--- src/rtl/cache_system_param.sv ---
// Write-back, write-allocate cache (direct-mapped or 2-way LRU) with its miss/flush
// controller, between a 16-bit CPU load/store path and a line-wide memory port.
module cache_system_param #(
    parameter int WORDS_PER_LINE = 4,
    parameter int INDEX_BITS     = 3,
    parameter int WAYS           = 2,
    localparam int OFF           = $clog2(WORDS_PER_LINE),
    localparam int LW            = 16 * WORDS_PER_LINE,
    localparam int LA            = 16 - OFF,
    localparam int TAG           = 16 - OFF - INDEX_BITS
) (
    input  logic          clk,
    input  logic          rst,
    input  logic          enable,
    input  logic          rd_wrt_ca,
    input  logic [15:0]   addr_ca,
    input  logic [15:0]   data_ca_in,
    input  logic          flush,
    output logic [15:0]   data_ca_out,
    output logic          done,
    output logic          idle,
    output logic          one_line_flushed,
    output logic          flush_finish,
    output logic [LA-1:0] addr_mem,
    output logic [LW-1:0] data_to_mem,
    input  logic [LW-1:0] data_from_mem,
    output logic          rd_wrt_mem,
    output logic          mem_enable,
    input  logic          done_mem
);

    localparam int SETS   = 1 << INDEX_BITS;
    localparam int SCAN_W = INDEX_BITS + 1;
    localparam logic [SCAN_W-1:0] SCAN_LAST = SCAN_W'(SETS * WAYS - 1);

    typedef enum logic [2:0] {
        S_IDLE, S_LOOKUP, S_WB, S_FILL, S_COMPLETE, S_FL_SCAN, S_FL_WB, S_FL_END
    } state_t;

    state_t              state_reg, state_next;
    logic [15:0]         req_addr_reg;
    logic [15:0]         req_data_reg;
    logic                req_rd_reg;
    logic                victim_reg;
    logic [SCAN_W-1:0]   scan_ptr_reg, scan_ptr_next;
    logic [SETS-1:0]     valid_reg [2];
    logic [SETS-1:0]     dirty_reg [2];
    logic [SETS-1:0]     lru_reg;
    logic [LW-1:0]       fill_line_reg;
    logic [15:0]         data_out_reg;

    logic [OFF-1:0]        req_off;
    logic [INDEX_BITS-1:0] req_idx, cpu_idx, scan_idx, rd_index;
    logic [TAG-1:0]        req_tag;
    logic [LA-1:0]         req_line;
    logic                  scan_wy, scan_dirty;
    logic [LW-1:0]         rd_line [2];
    logic [TAG-1:0]        rd_tag [2];
    logic [1:0]            hit_vec;
    logic                  hit, hit_way, victim_comb, victim_dirty;
    logic [LW-1:0]         hit_line;
    logic                  data_we, tag_we, wr_way;
    logic [LW-1:0]         wr_data;

    function automatic logic [15:0] get_word(input logic [LW-1:0] line, input logic [OFF-1:0] off);
        get_word = line[{off, 4'b0000} +: 16];
    endfunction

    function automatic logic [LW-1:0] put_word(input logic [LW-1:0] line, input logic [OFF-1:0] off,
                                               input logic [15:0] w);
        put_word = line;
        put_word[{off, 4'b0000} +: 16] = w;
    endfunction

    // Scan pointer enumerates entries as index-major, way-minor.
    function automatic logic [INDEX_BITS-1:0] scan_index(input logic [SCAN_W-1:0] p);
        if (WAYS == 2) scan_index = p[INDEX_BITS:1];
        else           scan_index = p[INDEX_BITS-1:0];
    endfunction

    function automatic logic scan_way(input logic [SCAN_W-1:0] p);
        scan_way = (WAYS == 2) ? p[0] : 1'b0;
    endfunction

    assign req_off  = req_addr_reg[OFF-1:0];
    assign req_idx  = req_addr_reg[OFF+INDEX_BITS-1:OFF];
    assign req_tag  = req_addr_reg[15:OFF+INDEX_BITS];
    assign req_line = req_addr_reg[15:OFF];
    assign cpu_idx  = addr_ca[OFF+INDEX_BITS-1:OFF];
    assign scan_idx = scan_index(scan_ptr_reg);
    assign scan_wy  = scan_way(scan_ptr_reg);
    assign scan_dirty = valid_reg[scan_wy][scan_idx] & dirty_reg[scan_wy][scan_idx];

    // Per-way line/tag RAMs, read-first with a registered read port.
    genvar gi;
    generate
        for (gi = 0; gi < 2; gi++) begin : g_way
            if (gi < WAYS) begin : g_ram
                logic [LW-1:0]  data_ram [SETS];
                logic [TAG-1:0] tag_ram  [SETS];
                logic [LW-1:0]  line_q;
                logic [TAG-1:0] tag_q;
                always_ff @(posedge clk) begin
                    if (data_we && wr_way == 1'(gi)) data_ram[req_idx] <= wr_data;
                    if (tag_we && wr_way == 1'(gi))  tag_ram[req_idx]  <= req_tag;
                    line_q <= data_ram[rd_index];
                    tag_q  <= tag_ram[rd_index];
                end
                assign rd_line[gi] = line_q;
                assign rd_tag[gi]  = tag_q;
            end else begin : g_none
                assign rd_line[gi] = '0;
                assign rd_tag[gi]  = '0;
            end
        end
    endgenerate

    always_comb begin
        hit_vec = '0;
        for (int w = 0; w < 2; w++)
            hit_vec[w] = valid_reg[w][req_idx] && (rd_tag[w] == req_tag);
    end
    assign hit      = |hit_vec;
    assign hit_way  = hit_vec[1];
    assign hit_line = rd_line[hit_way];

    // Prefer an empty way; otherwise evict the least recently used one.
    always_comb begin
        if (WAYS == 1 || !valid_reg[0][req_idx]) victim_comb = 1'b0;
        else if (!valid_reg[1][req_idx])         victim_comb = 1'b1;
        else                                     victim_comb = lru_reg[req_idx];
    end
    assign victim_dirty = valid_reg[victim_comb][req_idx] & dirty_reg[victim_comb][req_idx];

    always_comb begin
        state_next    = state_reg;
        scan_ptr_next = scan_ptr_reg;
        case (state_reg)
            S_IDLE: begin
                if (flush) begin
                    state_next    = S_FL_SCAN;
                    scan_ptr_next = '0;
                end else if (enable) begin
                    state_next = S_LOOKUP;
                end
            end
            S_LOOKUP:   state_next = hit ? S_IDLE : (victim_dirty ? S_WB : S_FILL);
            S_WB:       if (done_mem) state_next = S_FILL;
            S_FILL:     if (done_mem) state_next = S_COMPLETE;
            S_COMPLETE: state_next = S_IDLE;
            S_FL_SCAN: begin
                if (scan_dirty) begin
                    state_next = S_FL_WB;
                end else if (scan_ptr_reg == SCAN_LAST) begin
                    state_next = S_FL_END;
                end else begin
                    scan_ptr_next = scan_ptr_reg + 1'b1;
                end
            end
            S_FL_WB: begin
                if (done_mem) begin
                    scan_ptr_next = scan_ptr_reg + 1'b1;
                    state_next    = (scan_ptr_reg == SCAN_LAST) ? S_FL_END : S_FL_SCAN;
                end
            end
            S_FL_END:   state_next = S_IDLE;
            default:    state_next = S_IDLE;
        endcase
    end

    // Read address targets whatever line the next state will look at.
    always_comb begin
        if (state_next == S_FL_SCAN || state_next == S_FL_WB) rd_index = scan_index(scan_ptr_next);
        else if (state_reg == S_IDLE)                         rd_index = cpu_idx;
        else                                                  rd_index = req_idx;
    end

    always_comb begin
        data_we = 1'b0;
        tag_we  = 1'b0;
        wr_way  = 1'b0;
        wr_data = '0;
        case (state_reg)
            S_LOOKUP: begin
                if (hit && !req_rd_reg) begin
                    data_we = 1'b1;
                    wr_way  = hit_way;
                    wr_data = put_word(hit_line, req_off, req_data_reg);
                end
            end
            S_FILL: begin
                tag_we = done_mem;
                wr_way = victim_reg;
            end
            S_COMPLETE: begin
                data_we = 1'b1;
                wr_way  = victim_reg;
                wr_data = req_rd_reg ? fill_line_reg : put_word(fill_line_reg, req_off, req_data_reg);
            end
            default: ;
        endcase
    end

    always_comb begin
        idle             = 1'b0;
        done             = 1'b0;
        mem_enable       = 1'b0;
        rd_wrt_mem       = 1'b0;
        addr_mem         = '0;
        data_to_mem      = '0;
        one_line_flushed = 1'b0;
        flush_finish     = 1'b0;
        case (state_reg)
            S_IDLE:     idle = 1'b1;
            S_LOOKUP:   done = hit;
            S_WB: begin
                mem_enable  = 1'b1;
                addr_mem    = {rd_tag[victim_reg], req_idx};
                data_to_mem = rd_line[victim_reg];
            end
            S_FILL: begin
                mem_enable = 1'b1;
                rd_wrt_mem = 1'b1;
                addr_mem   = req_line;
            end
            S_COMPLETE: done = 1'b1;
            S_FL_WB: begin
                mem_enable       = 1'b1;
                addr_mem         = {rd_tag[scan_wy], scan_idx};
                data_to_mem      = rd_line[scan_wy];
                one_line_flushed = done_mem;
            end
            S_FL_END:   flush_finish = 1'b1;
            default: ;
        endcase
    end

    always_ff @(posedge clk or posedge rst) begin
        if (rst) begin
            state_reg     <= S_IDLE;
            req_addr_reg  <= '0;
            req_data_reg  <= '0;
            req_rd_reg    <= 1'b0;
            victim_reg    <= 1'b0;
            scan_ptr_reg  <= '0;
            lru_reg       <= '0;
            fill_line_reg <= '0;
            data_out_reg  <= '0;
            for (int w = 0; w < 2; w++) begin
                valid_reg[w] <= '0;
                dirty_reg[w] <= '0;
            end
        end else begin
            state_reg    <= state_next;
            scan_ptr_reg <= scan_ptr_next;
            case (state_reg)
                S_IDLE: begin
                    if (enable && !flush) begin
                        req_addr_reg <= addr_ca;
                        req_data_reg <= data_ca_in;
                        req_rd_reg   <= rd_wrt_ca;
                    end
                end
                S_LOOKUP: begin
                    victim_reg <= victim_comb;
                    if (hit) begin
                        if (WAYS == 2) lru_reg[req_idx] <= ~hit_way;
                        if (req_rd_reg) data_out_reg <= get_word(hit_line, req_off);
                        else            dirty_reg[hit_way][req_idx] <= 1'b1;
                    end
                end
                S_FILL: begin
                    if (done_mem) begin
                        valid_reg[victim_reg][req_idx] <= 1'b1;
                        dirty_reg[victim_reg][req_idx] <= 1'b0;
                        fill_line_reg <= data_from_mem;
                    end
                end
                S_COMPLETE: begin
                    if (WAYS == 2) lru_reg[req_idx] <= ~victim_reg;
                    if (req_rd_reg) data_out_reg <= get_word(fill_line_reg, req_off);
                    else            dirty_reg[victim_reg][req_idx] <= 1'b1;
                end
                S_FL_WB: begin
                    if (done_mem) dirty_reg[scan_wy][scan_idx] <= 1'b0;
                end
                default: ;
            endcase
        end
    end

    assign data_ca_out = data_out_reg;

endmodule

--- config.mk ---
export PLATFORM = sky130hd
export DESIGN_NAME = cache_system_param
export DESIGN_NICKNAME = d
export VERILOG_FILES = /design/src/rtl/cache_system_param.sv
export SDC_FILE = /design/constraint.sdc
export NUM_CORES = 2
export LEC_CHECK = 0
export CAP_MARGIN = 10
export CORE_MARGIN = 5
export CORE_UTILIZATION = 59
export CTS_BUF_LIST = sky130_fd_sc_hd__clkbuf_4 sky130_fd_sc_hd__clkbuf_8
export DETAILED_ROUTE_END_ITERATION = 7
export PLACE_DENSITY = 0.84
export SYNTH_ARGS = -nofsm -noshare
export SYNTH_HDL_FRONTEND = slang
export SYNTH_SLANG_ARGS = --single-unit
--- constraint.sdc ---
create_clock -name clk -period 6.9 [get_ports clk]
set_clock_uncertainty 0.1 [all_clocks]
set_input_delay 1.035 -clock clk [delete_from_list [all_inputs] [get_ports clk]]
set_output_delay 1.035 -clock clk [all_outputs]
set_load 0.05 [all_outputs]
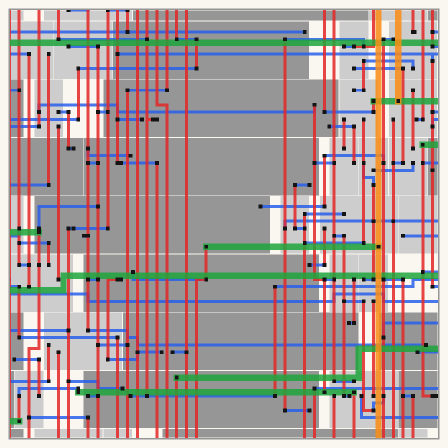
Figure 1: layout detail.
Region (239, 73) to (259, 93) µm. Cells in grey, sequential cells in the stronger grey; small squares are vias.
Key: metal 4 = orange; metal 3 = green; metal 1 = blue; metal 2 = red
25 logic cells have their middle in the window. Netlist names of flops here include `g_way.g_ram.tag_ram` (6), `fill_line_reg` (1). Most frequent: nand2_1 (8), edfxtp_1 (6), mux2i_1 (3). Sequential cells in the window: 7.

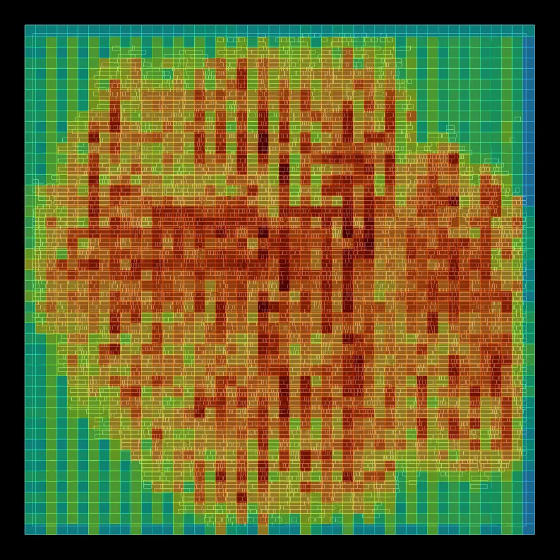
Figure 2: track usage over the die.
met3 usage: 0.1134
fin util: 0.6751
met2 Track Usage GR: 0.4625

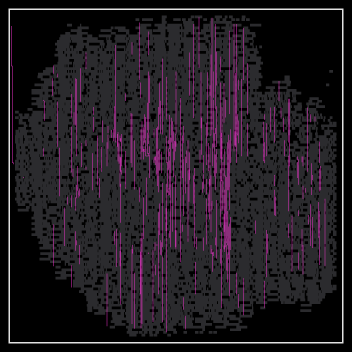
Figure 3: M4 wires.
Scale: 1 px per µm. Cells faint in the background.
The wires run mostly vertical. The layer holds 5.4% of the routed length. The longest straight run is 164 µm.
drt total wl: 174200 µm
Via Count: 42517

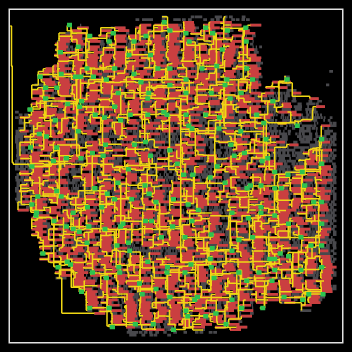
Figure 4: clock wires, drivers and flops.
Scale: 1 px per µm.
Key: clock drivers = green [count 222]; clock wires = yellow [length 16800 µm]; flip-flops = red [count 1511]
There are 223 routed clock nets. Position of the flops: all over the die.
Clock power frac: 0.215
Clk power: 7.60 mW

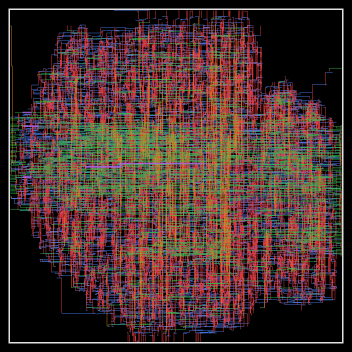
Figure 5: signal wires by layer.
Scale: 1 px per µm.
Key: metal 1 = blue [wire length 60.2 mm]; metal 5 = purple [wire length 148 µm]; metal 3 = green [wire length 27.1 mm]; metal 2 = red [wire length 77.4 mm]; metal 4 = orange [wire length 9370 µm]
WL/cell: 26.76 µm
GR Util All Layers: 0.3055

==> results.yml <==
# synthesis and place-and-route metrics
synth:
  avgSynthCellArea_um2: 12.95
  synth_seq_share: 0.7041
  most_common_cell: "edfxtp_1"
  synthArstFlopShare: 0.1066
  edf_count: 1200
  area_leaders: "edfxtp_1 59%, dfrtp_1 6.6%, nand2_1 6.2%"
  ff_type: "edfxtp_1"
  yosysChipArea_um2: 61160
  ys.flops: 1511
  ys_warn_count: 0
  ys_cells: 4722
  yosysUniqueCellTypes: 63
  top_cells_by_count: "1200 x edfxtp_1, 1018 x nand2_1, 311 x nand3_1, 255 x nor2_1, 235 x mux2i_1"
  synth_area_um2: 61160
  yosys.area.top_type: "edfxtp_1"
  fp_nets: 4830
  top_area_frac: 0.5891
clock_network:
  cts_made_buffers: 222
  post_cts_resized: 0
  cts_tree: "built"
  htree_levels: 4
  clkLatencyLatePin_ns: 0.90
  cts_sinks: 1511
  cts_root_buffer: "clkbuf_8"
  clkTransAtPathRegs_ns: 0.07
  cts.path.max_buffers: 3
setup_path:
  r2r-end: "g_way[0].g_ram.data_ram[2][56]"
  start_kind: "flop"
  critPathLaunch: "req_addr_reg[2]"
  crit_required_ns: 5.76
  crit_arrival_ns: 4.66
  worstSetupEndpointType: "output pin"
  rr_startpoint: "req_addr_reg[2]"
  regToRegSetupSlack_ns: 1.58
  cp_max_fo: 20
  r2r_cells: 9
final_layout:
  largestRegisters: "g_way.g_ram.data_ram: 1024 flops, g_way.g_ram.tag_ram: 176 flops, g_way.g_ram.line_q: 128 flops"
  fin_area_um2: 69670
  drive_above_1_share: 0.1331
  largest_register_ffs: 1024
  fin_cells: 6508
  area_delta_synth_final_pct: 13.91
  regMostFlops: "g_way.g_ram.data_ram"
  layout.nets: 5029
power:
  p_sw_frac: 0.4178
  p_leak_nw: 25.26
  power.density_nw_per_um2: 507.2
  p_seq_frac: 0.368
  maxPowerGroup: "combinational cells"
  power_switching_mw: 14.76
  p_seq_mw: 13.0
  power_mw: 35.34
final_timing:
  hold_viol: 0
  relSlewSlack: 0.001874
  rsz0062_at_grt: "false"
  min_period_ns: 5.797
  tightest_slew_ns: 1.497
  fmax_mhz: 172.5
  fin_tns_setup_ns: 0
  drv_slew: 0
  setup_viol: 0
  setup_slack_ns: 1.103
  hold_ws_ns: 0.3802
global_routing:
  grt-ovfl-total: 0
  grt_max_degree: 151
  busiest_layer: "met2"
  grt_pass1_vias: 40915
  grt_pass1_wl_um: 255200
floorplanning:
  dieArea_um2: 110200
  num_rows: 118
  num_io_pins: 202
  dieHeight_um: 332.0
  die_w_um: 332.0
  core_um2: 103200
  initCoreUtil: 0.5927
routing:
  drtPass1Iterations: 8
  ant_nets: 0
  vias_per_cell: 6.533
  drt-initial-drc-count: 6580
  drc: 0
placed_design:
  numPortBuffers: 201
  place_congestion: 0.9192
  dp_slack_ns: 1.637
  dpl_cell_area_um2: 64770
  dp_hpwl_um: 100900
  numPlacedInstances: 6068
worst_hold_path:
  hold_end: "data_ca_out[3]"
  hold_class: "flop to flop"
  min_from: "data_ca_out[3]"
  holdPathStages: 2
job:
  warnings: 47
  cap_violations: 0
outcome:
  status: "complete, no violations"
## layer usage
metal  part of all wire  vias up
li1                   -    17893
met1               0.35    20489
met2               0.44     3472
met3               0.16      655
met4              0.054        8
met5            0.00084        -
## placed cells by master (no fill, tap or decap), types with 113 or more instances in the layout
master,n
a32oi_1,154
and3_1,153
clkbuf_8,261
clkdlybuf4s50_1,201
dfrtp_1,161
dfxtp_1,150
edfxtp_1,1200
mux2_2,113
mux2i_1,235
nand2_1,1016
nand3_1,311
nor2_1,239
## how the worst max path moves through the flow
| stage | end | slack [ns] | depth (start not counted) |
|---|---|---|---|
| 2_1_floorplan | data_ca_out[0] | 1.42 | 1 |
| 4_1_cts | done | 1.13 | 8 |
| 6_report | done | 1.10 | 8 |
| 5_1_grt | done | 0.95 | 8 |
| 3_5_place_dp | g_way[1].g_ram.line_q[33] | 1.64 | 11 |
| 3_3_place_gp | g_way[1].g_ram.line_q[52] | 1.81 | 11 |
## cells by family after synthesis
family | synth area share
compound gates | 0.07229
xor+xnor | 0.003150
fa+ha+maj | 0.001227
buf+inv | 0.02510
flops | 0.7041
mux | 0.06317
simple gates | 0.1309
## final cells by class
type | instances | area (µm²)
Fill cell | 6640 | 33530
Tap cell | 1380 | 1727
Antenna cell | 5 | 12.51
Sequential cell | 1511 | 43070
Timing Repair Buffer | 314 | 3173
Multi-Input combinational cell | 2850 | 16780
Clock buffer | 346 | 4230
Inverter | 22 | 87.58
Clock inverter | 80 | 596.8
## critical path: stages (launching register included)
cell and delay [ns]:
dfrtp_1 0.90, mux2i_1 0.24, mux4_2 0.53, nor4_1 0.36
a21oi_1 0.11, nand2_1 0.21, o21ai_1 0.29, inv_1 0.29
clkdlybuf4s50_1 0.85
Power is estimated from default activity; no workload was simulated.
